Fig. 1: metal 4
Supply wires on this layer in gray.
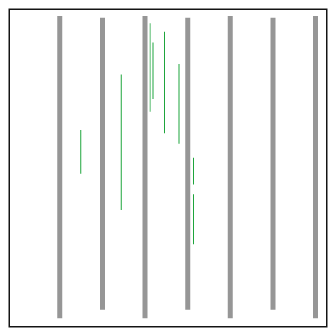
Fig. 2: metal 1
Bar = 20 um. Supply wires on this layer in gray.
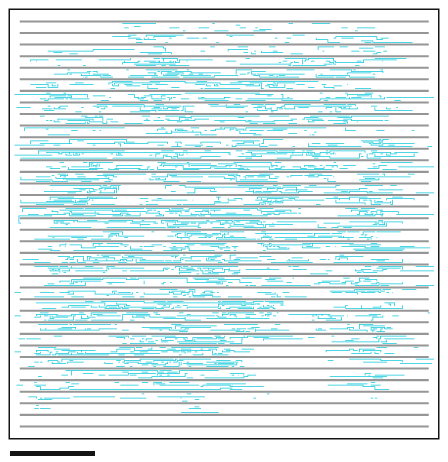
Fig. 3: track usage over the die
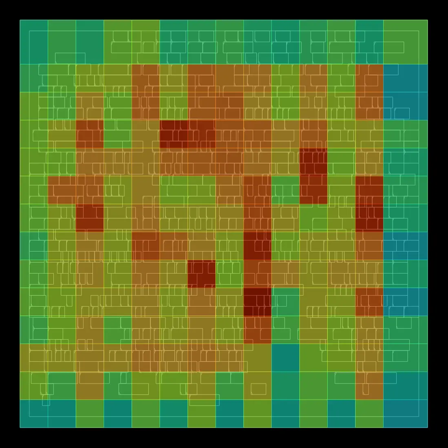
Fig. 4: metal 2
Cells faint in the background.
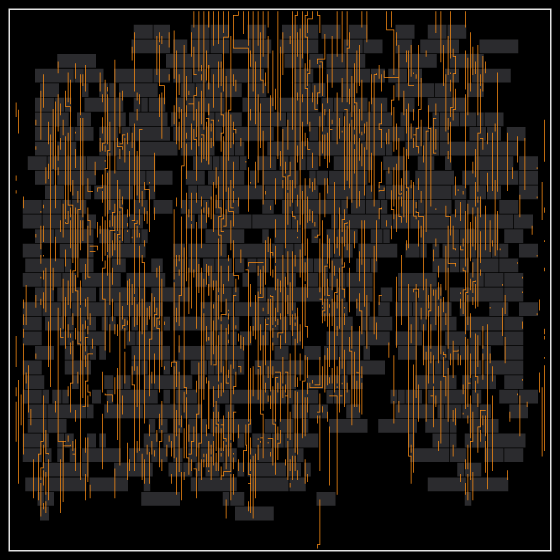
==> config.mk <==
export PLATFORM = sky130hd
export DESIGN_NAME = fifo_stream_packetizer
export DESIGN_NICKNAME = d
export VERILOG_FILES = /design/src/rtl/stream_pkt_pkg.sv /design/src/rtl/stream_out_reg.sv /design/src/rtl/fifo_stream_packetizer.sv
export SDC_FILE = /design/constraint.sdc
export NUM_CORES = 1
export LEC_CHECK = 0
export CORE_MARGIN = 2
export CORE_UTILIZATION = 50
export CTS_CLUSTER_DIAMETER = 40
export DETAILED_ROUTE_END_ITERATION = 12
export HOLD_SLACK_MARGIN = 0.12
export PLACE_DENSITY = 0.8
export SETUP_SLACK_MARGIN = 0.15
export SYNTH_ARGS = -nofsm -noshare
export SYNTH_HDL_FRONTEND = slang
export SYNTH_SLANG_ARGS = --single-unit
==> constraint.sdc <==
create_clock -name clk -period 4.4 [get_ports clk]
set_input_delay 0.88 -clock clk [delete_from_list [all_inputs] [get_ports clk]]
set_output_delay 0.88 -clock clk [all_outputs]
set_load 0.02 [all_outputs]
==> impl_metrics.json <==
{
  "status": "complete, no violations",
  "fin_crit_ns": 3.51,
  "yosysTopAreaCell": "dfxtp_1",
  "die_area_um2": 10100,
  "cts_num_sinks": 101,
  "timing.critical_path.mode_cell": "clkdlybuf4s50_1",
  "synthFlopType": "dfxtp_1",
  "nWellTaps": 111,
  "place_inst": 747,
  "drtPass1Iterations": 5,
  "powerComb_mw": 0.245,
  "top_power_group": "sequential cells",
  "p_int_mw": 1.25,
  "arrival_ns": 2.63,
  "cp_top_family": "buffers and inverters",
  "post_cts_buffers": 0,
  "grt_pass1_vias": 4173,
  "die_h_um": 101,
  "flops": 101,
  "grt_max_degree": 86,
  "core_area_um2": 9150,
  "stdcell_count": 762,
  "antenna_found_initial": 0,
  "buffers": 109,
  "cp-start-kind": "input pin",
  "synthAdderAreaFrac_pct": 1.88,
  "maxSlewViolCount": 0,
  "p_per_area_nw_per_um2": 297,
  "wl_met1_um": 5430,
  "yosysCellCount": 561,
  "ioPinCount": 106,
  "clockBufferDepth": 2,
  "setup_violations": 0,
  "fp_util_pct": 51.0,
  "topCellsByArea": "dfxtp_1 43%, nand2_1 6.7%, a21oi_1 5.5%",
  "synthDistinctLibCells": 54,
  "ys_seq_elements": 101,
  "largest_reg_flops": 32,
  "xor_share_pct": 4.50,
  "fill_cells": 768,
  "path_depth": 4,
  "p_switching_mw": 0.499,
  "place_area_um2": 5720,
  "rrSetupSlack_ns": 1.87,
  "clk_latency_ns": 0.38,
  "synth_top_area_share_pct": 43.3,
  "irDropWorstVdd_mv": 0.173,
  "worst-endpoint-required_ns": 3.52,
  "syn_to_final_growth_pct": 26.4,
  "cts_max_level": 3,
  "final_cell_area_um2": 5900,
  "grt_pass1_wl_um": 20200,
  "ys_sh_simple_pct": 24.3,
  "yosysWarnings": 0,
  "layout_top_cell": "clkdlybuf4s50_1",
  "max_stage_delay_ns": 0.62,
  "logic_gates": 410,
  "worst_hold_path_type": "register to register",
  "clockNetworkAreaShare_pct": 2.93,
  "comb_share_pct": 41.2,
  "mux_share_pct": 0.885,
  "fmax_mhz": 285,
  "cts.root.buffer_cell": "clkbuf_8",
  "drt_iter0_markers": 312,
  "dp_slack_ns": 0.904,
  "log.warning_count": 29,
  "wl_met3_um": 790,
  "buf_share_pct": 18.2,
  "cp_num_buf_inv": 2,
  "rows": 35,
  "maxCapViolCount": 0,
  "path_clk_slew_ns": 0.10,
  "io_buffers": 105,
  "syn-cell-area_um2": 4670,
  "tightest_slew_ns": 1.11,
  "synth_chip_area_um2": 4670,
  "drive_gt1_share_pct": 4.76,
  "layout.nets": 707,
  "seqCellArea_um2": 2020,
  "largest_cell_class": "combinational gates",
  "slowest_stage": "clkdlybuf4s50_1",
  "leakage_nw": 1.98,
  "synthArstFlopShare_pct": 0,
  "diodes": 0,
  "numCtsBuffers": 9,
  "skew_ns": 0.00925,
  "final_cell_mix": "104 x clkdlybuf4s50_1, 101 x dfxtp_1, 83 x nand2_1, 53 x nor2_1, 51 x a21oi_1",
  "postSynthAreaPerCell_um2": 8.32,
  "finalSetupTns_ns": 0,
  "cts_tree": "done",
  "p_seq_share_pct": 54.7,
  "gp_congestion": 0.850,
  "top_logic_kind": "simple AND/OR/NAND/NOR gates",
  "hold_violations": 0,
  "logic_area_um2": 2430,
  "die_w_um": 101,
  "power_sequential_mw": 0.959,
  "seq_area_frac_synth_pct": 43.3,
  "nClkBuffers": 10,
  "most_common_cell": "dfxtp_1",
  "post-route-period-util_pct": 79.7,
  "grt_overflow": 0,
  "floorplan.nets": 621,
  "rsz0062_at_grt": "false",
  "relSlewSlack_pct": 26.1,
  "route.met2.wl_um": 5970,
  "syn_inst": 561,
  "p_sw_share_pct": 28.5,
  "path_class": "input pin to output port",
  "drcViolationCount": 0,
  "clkPwrFrac_pct": 31.3,
  "final_util_pct": 64.4,
  "clk-power_mw": 0.548,
  "sh_seq_area_pct": 34.3,
  "r2r_cells": 8,
  "cts_resized": 0,
  "cts-hold-fix-buffers": 0,
  "holdPathStages": 2,
  "finalWorstSetupSlack_ns": 0.895,
  "common_cells": "101 x dfxtp_1, 83 x nand2_1, 53 x nor2_1",
  "inverters": 16,
  "highest_layer": "met4",
  "cp-end-kind": "output port",
  "dp_hpwl_um": 8810
}
About Fig. 1:
longest straight run: 42.8 um
share of all routed wire: 1.5%
total number of vias: 4479
drt total wl: 12400 um

About Fig. 2:
share of all routed wire: 44%
main direction: horizontal
nets with wire on the layer: 628
longest straight run: 39.6 um
GR Util met1: 32.6%

About Fig. 3:
gr usage total: 24.8%
grt met3 use: 6.66%
wire per inst: 16.2 um
GRT busiest layer: met2

About Fig. 4:
main direction: vertical
longest straight run: 46.9 um
share of all routed wire: 48%
nets with wire on the layer: 600
wire length on this layer: 5970 um
routing usage on met2: 40.3%

